$ cat src/rtl/io_pkg.sv
// rtl/io_pkg.sv - shared addresses, status bit positions and read-select decode for the MMIO I/O unit
package io_pkg;

    localparam logic [31:0] IO_UART_CTRL = 32'h8000_0000;
    localparam logic [31:0] IO_UART_RX   = 32'h8000_0004;
    localparam logic [31:0] IO_UART_TX   = 32'h8000_0008;
    localparam logic [31:0] IO_CYCLE     = 32'h8000_0010;
    localparam logic [31:0] IO_INSTR     = 32'h8000_0014;
    localparam logic [31:0] IO_CTR_RST   = 32'h8000_0018;

    localparam int RX_VALID_BIT = 1;
    localparam int TX_READY_BIT = 0;

    typedef enum logic [2:0] {
        SEL_NONE,
        SEL_STATUS,
        SEL_RX,
        SEL_CYCLE,
        SEL_INSTR
    } rd_sel_e;

    // Selects should be one-hot, but resolve overlaps deterministically.
    function automatic rd_sel_e pick_read(input logic en, input logic ctrl, input logic rec,
                                          input logic cyc, input logic ins);
        if (!en)       return SEL_NONE;
        else if (ctrl) return SEL_STATUS;
        else if (rec)  return SEL_RX;
        else if (cyc)  return SEL_CYCLE;
        else if (ins)  return SEL_INSTR;
        else           return SEL_NONE;
    endfunction

endpackage

$ cat src/rtl/io_tx_fifo.sv
// rtl/io_tx_fifo.sv - small synchronous FIFO with wrap-bit pointers feeding the UART transmitter
module io_tx_fifo
    import io_pkg::*;
#(
    parameter int DEPTH = 4,
    parameter int WIDTH = 8
) (
    input  logic             clk,
    input  logic             rst,
    input  logic             push,
    input  logic [WIDTH-1:0] push_data,
    input  logic             pop,
    output logic             full,
    output logic             empty,
    output logic [WIDTH-1:0] head
);

    localparam int AW = $clog2(DEPTH);

    logic [WIDTH-1:0] r_mem [DEPTH];
    logic [AW:0]      r_wr_ptr;
    logic [AW:0]      r_rd_ptr;
    logic             w_pop_ok;
    logic             w_push_ok;

    assign empty = (r_wr_ptr == r_rd_ptr);
    assign full  = (r_wr_ptr[AW] != r_rd_ptr[AW]) && (r_wr_ptr[AW-1:0] == r_rd_ptr[AW-1:0]);
    assign head  = r_mem[r_rd_ptr[AW-1:0]];

    // A pop in the same cycle frees the slot, so a push into a full FIFO still lands.
    assign w_pop_ok  = pop && !empty;
    assign w_push_ok = push && (!full || w_pop_ok);

    always_ff @(posedge clk) begin
        if (rst) begin
            r_wr_ptr <= '0;
            r_rd_ptr <= '0;
        end else begin
            if (w_push_ok) r_wr_ptr <= r_wr_ptr + 1'b1;
            if (w_pop_ok)  r_rd_ptr <= r_rd_ptr + 1'b1;
        end
    end

    always_ff @(posedge clk) begin
        if (w_push_ok) r_mem[r_wr_ptr[AW-1:0]] <= push_data;
    end

endmodule

$ cat src/rtl/mmio_io_unit.sv
// rtl/mmio_io_unit.sv - MMIO back end: cycle/instr counters, UART TX FIFO and combinational load mux
module mmio_io_unit
    import io_pkg::*;
#(
    parameter int TX_DEPTH  = 4,
    parameter int CTR_WIDTH = 32
) (
    input  logic        clk,
    input  logic        rst,
    input  logic        io_en,
    input  logic        uart_control,
    input  logic        uart_rec,
    input  logic        uart_tran,
    input  logic        cycle_ctr,
    input  logic        instr_ctr,
    input  logic        reset_ctr,
    input  logic [31:0] wdata,
    input  logic        instr_retire,
    output logic [7:0]  uart_tx_data_in,
    output logic        uart_tx_data_in_valid,
    input  logic        uart_tx_data_in_ready,
    input  logic [7:0]  uart_rx_data_out,
    input  logic        uart_rx_data_out_valid,
    output logic        uart_rx_data_out_ready,
    output logic [31:0] io_rdata
);

    logic [CTR_WIDTH-1:0] r_cycle;
    logic [CTR_WIDTH-1:0] r_instr;
    logic                 w_tx_full;
    logic                 w_tx_empty;
    logic                 w_ctr_clear;
    rd_sel_e              w_sel;
    logic                 w_unused;

    assign w_unused    = &{1'b0, wdata[31:8]};
    assign w_ctr_clear = io_en && reset_ctr;

    always_ff @(posedge clk) begin
        if (rst || w_ctr_clear) begin
            r_cycle <= '0;
            r_instr <= '0;
        end else begin
            r_cycle <= r_cycle + 1'b1;
            if (instr_retire) r_instr <= r_instr + 1'b1;
        end
    end

    io_tx_fifo #(
        .DEPTH (TX_DEPTH),
        .WIDTH (8)
    ) u_tx_fifo (
        .clk       (clk),
        .rst       (rst),
        .push      (io_en && uart_tran),
        .push_data (wdata[7:0]),
        .pop       (uart_tx_data_in_valid && uart_tx_data_in_ready),
        .full      (w_tx_full),
        .empty     (w_tx_empty),
        .head      (uart_tx_data_in)
    );

    assign uart_tx_data_in_valid = !w_tx_empty;

    assign w_sel = pick_read(io_en, uart_control, uart_rec, cycle_ctr, instr_ctr);

    always_comb begin
        io_rdata               = '0;
        uart_rx_data_out_ready = 1'b0;
        case (w_sel)
            SEL_STATUS: begin
                io_rdata[RX_VALID_BIT] = uart_rx_data_out_valid;
                io_rdata[TX_READY_BIT] = !w_tx_full;
            end
            SEL_RX: begin
                io_rdata[7:0]          = uart_rx_data_out;
                uart_rx_data_out_ready = 1'b1;
            end
            SEL_CYCLE: io_rdata = 32'(r_cycle);
            SEL_INSTR: io_rdata = 32'(r_instr);
            default:   io_rdata = '0;
        endcase
    end

endmodule
$ cat config.mk
export PLATFORM = sky130hd
export DESIGN_NAME = mmio_io_unit
export DESIGN_NICKNAME = d
export VERILOG_FILES = /design/src/rtl/io_pkg.sv /design/src/rtl/io_tx_fifo.sv /design/src/rtl/mmio_io_unit.sv
export SDC_FILE = /design/constraint.sdc
export NUM_CORES = 1
export LEC_CHECK = 0
export ABC_AREA = 1
export CORE_ASPECT_RATIO = 1.25
export CORE_MARGIN = 2
export CORE_UTILIZATION = 55
export CTS_CLUSTER_SIZE = 30
export DETAILED_ROUTE_END_ITERATION = 16
export HOLD_SLACK_MARGIN = 0.05
export PLACE_DENSITY = 0.79
export SYNTH_ARGS = -nofsm -noshare
export SYNTH_HDL_FRONTEND = slang
export SYNTH_SLANG_ARGS = --single-unit
export TNS_END_PERCENT = 50
$ cat constraint.sdc
create_clock -name clk -period 3.9 [get_ports clk]
set_input_delay 0.78 -clock clk [delete_from_list [all_inputs] [get_ports clk]]
set_output_delay 0.78 -clock clk [all_outputs]
set_load 0.01 [all_outputs]
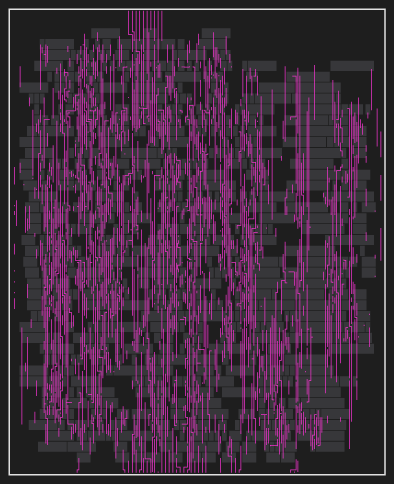
layer_met2.png
(4 px per um)
nets with wire on the layer	713
wire length on this layer	7090 um
met2 Use GR: 48.25%
routed wire length: 14290 um
vias after detailed routing: 5338

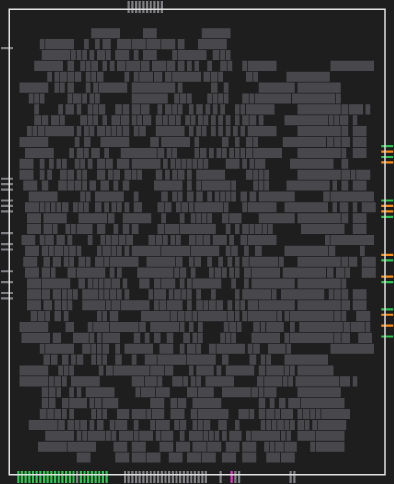
io_placement.png
(4 px per um) Pins as bars across the die edge, other pins in gray.
color	port	pins	direction	edge
orange	`uart_tx_data_in`	8	output	right
magenta	`reset_ctr`	1	input	bottom
green	`wdata`	32	input	24 bottom, 8 right
width of the die: 93.58 um
count of input and output buffers: 69
vertical die dimension: 116.0 um

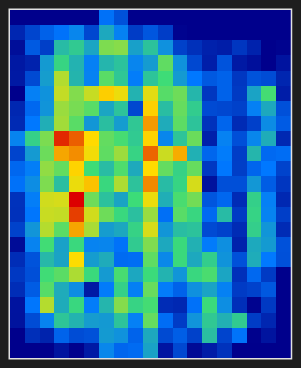
metal_density.png
(3 px per um) The die is cut into 19 by 23 equal tiles; dark blue is low, red is high, scaled to the fullest tile. Values are wire area over tile area, all layers added.
emptiest ninth of the die	top right
tiles over half the peak	21%
fullest tile	0.70
mean over tiles	0.22
nearly empty tiles	10%
routed wire length per instance: 14.78 um
overall global routing resource usage: 27.44%

==> notes.md <==
Synthesis and place-and-route results.

- The most common logic cell in the final layout is sky130_fd_sc_hd__nand2_1.
- The reg2reg setup slack is 1960 ps.
- The tally of filler cells in the layout is 804.
- The first global-routing pass estimated 23360 um of wire.
- Across the VDD grid, the largest voltage drop is 0.0002006 V.
- Global routing finished with a remaining overflow of 0.
- For reference, the critical path cell chain is clkdlybuf4s50_1 -> inv_1 -> nor2_4 -> nand3_1 -> buf_4 -> o21ai_0 -> clkdlybuf4s50_1.
- Across the routed clock network, the largest skew measured is 7.324 ps.
- The clock tree from TritonCTS is done.
- Per the breakdown, switching nets consume 23.10% of all power.
- According to the timing report, the critical path is launched from io_en.
- The total buffers and inverters traversed by the critical path is 4.
- Counting buffers and inverters, the worst setup path is 7 cells deep.
- Once placement finished, the instance area stood at 6355 um2.
- The number of antenna violations at the first check in global routing is 0.
- The number of global-route vias before repair is 5132.
- STA reports the tightest min-delay check as being of type reg2reg.
- The clock buffers instantiated in the layout total 13.
- Counting instances in the post-synthesis netlist gives the leading cell types as sky130_fd_sc_hd__nand2_1, sky130_fd_sc_hd__nor2_1, sky130_fd_sc_hd__inv_1, sky130_fd_sc_hd__dfxtp_1, sky130_fd_sc_hd__a21oi_1.
- The type of element launching the critical path is an input port.
- The layout report lists the combined flip-flop and latch area as 2402 um2.
- The number of antenna diodes in the final layout is 0.
- Synthesis produced a netlist whose cell count is 765.
- The H-tree was split into 3 levels.
- In the layout the tool counted multi-input logic cells amounting to 537.
- Multi-input logic gates represent a cell area share of 39.52%.
- The routed metal-1 wirelength is 5688 um.
- The capture point of the critical path was reported as io_rdata[15].
- The aoi/oai-family share of the synthesized area is 13.45%.
- The sequential cell fraction of total power is 48.1%.
- Overall power consumption after layout is estimated at 2.388 mW.
- The placement summary gives the final routability congestion estimate as 0.9681.
- The worst pin sits at a relative slew slack of 37.86%.
- The number of I/O pins is 94.
- Summed over all nets, the switching power comes to 551.6 uW.
- The report lists the number of cells resized after CTS as 0.
- Yosys attributes the largest share of cell area to sky130_fd_sc_hd__dfxtp_1, sky130_fd_sc_hd__edfxtp_1, sky130_fd_sc_hd__nand2_1.
- The layer with the highest usage after global routing is met2.
- The multi-input combinational cell area is 2641 um2.
- Max-cap violations in this run came to 0.
- The cell with the most instances after synthesis is sky130_fd_sc_hd__nand2_1.
- The internal portion of the total power is 1.836 mW.
- The standard-cell row count is 40.
- The required time at the endpoint of the critical path is 3120 ps.
- The tree is rooted in a sky130_fd_sc_hd__clkbuf_16.
- The hold-critical path depth is 2.
- Per the STA report, the cell with the highest stage delay on the worst path is sky130_fd_sc_hd__clkdlybuf4s50_1.
- The worst hold slack is 460.8 ps.
- The number of CTS-inserted buffers is 9.
- The data-path buffer share of cell area in the final layout is 11.08%.
- The fraction of cell area in sequential cells is reported as 35.94%.
- The clock network takes up 4.923% of total cell area after layout.
- The nature of the critical path endpoint is an output port.
- After Yosys synthesis, and, or, nand and nor cells account for 31.82% of the synthesized area.
- Once iteration 0 of detailed routing completed, the report listed 367 DRC markers.
- The synthesized-area fraction occupied by xor and xnor cells is 0.9526%.
- The number of slew-limit violations in the final report is 0.
- The design has 104 sequential cells.
- The maximum number of buffers from clock root to sink is 2.
- At the worst endpoint, the arrival time is 2850 ps.
- The number of synthesized register bits is 104.
- The leakage power is 2.173 nW.
- Once the floorplan was initialized, standard cells occupied 56.82% of the core.
- The top power group is registers.
- The top cell types in the final layout, fill and taps aside, are sky130_fd_sc_hd__nand2_1, sky130_fd_sc_hd__nor2_1, sky130_fd_sc_hd__inv_1, sky130_fd_sc_hd__dfxtp_1, sky130_fd_sc_hd__clkdlybuf4s50_1.
- The number of design rule violations left after detail routing is 0.
- The total number of tap cells is 126.
- Warnings reported by Yosys during synthesis add up to 0.
- The cell seen most often among critical-path stages is sky130_fd_sc_hd__clkdlybuf4s50_1.
- The power per standard cell area is 357.3 nW/um2.
- The hold path startpoint is r_cycle[19]$_SDFF_PP0_.
- The unique cell type count in the Yosys netlist is 34.
- The flow ran to the end, and the final reports show no timing, DRC or antenna violations.
- Per the detail_route report, vias per standard cell equal 5.520.
- The layout has 74 buffers outside the clock class.
- The pre-CTS worst setup slack is 292.1 ps.
- The number of setup buffers added after CTS is 0.
- The combinational power is 270 uW.
- OpenROAD reports that the post-layout worst path occupies 93.10% of the period.
- The met3 usage is 3.836%.
- The number of flops mapped to enable cells by yosys is 32.
- Of the post-synthesis cell area, the part taken by muxes is 0%.
- Summed over all nets, wire length on met2 after detailed routing comes to 7091 um.
- Buffers inserted to repair hold after CTS numbered 0.
- The final report gives the core utilization as 68.84%.
- The cell class with the largest area share is logic gates.
- In the hold report, the worst path ends at r_cycle[19]$_SDFF_PP0_.
- The transition time at the pin with the least slew margin is 926.4 ps.
- Looking at the reg2reg group, the worst path ends at u_tx_fifo.r_mem[3][5]$_DFFE_PP_.
- The clock reaches the later pin of the worst-skew pair after 350 ps.
- The sequential logic power is 1.15 mW.
- Before any placement, the netlist area is recorded as 5517 um2.
- After Yosys synthesis, full adders, half adders and majority gates account for 1.588% of the synthesized area.
- The TritonCTS sink count is 104.
- The met3 routed wirelength is 820 um.
- The minimum period implied by the final worst setup slack is 3631 ps.
- The reported clock group power is 969 uW.
- Entering global routing, the biggest net connects 38 pins.
- With fillers left out, the area of the finished cells amounts to 6684 um2.
No activity file was given, so power comes from the tool's default toggle rates.
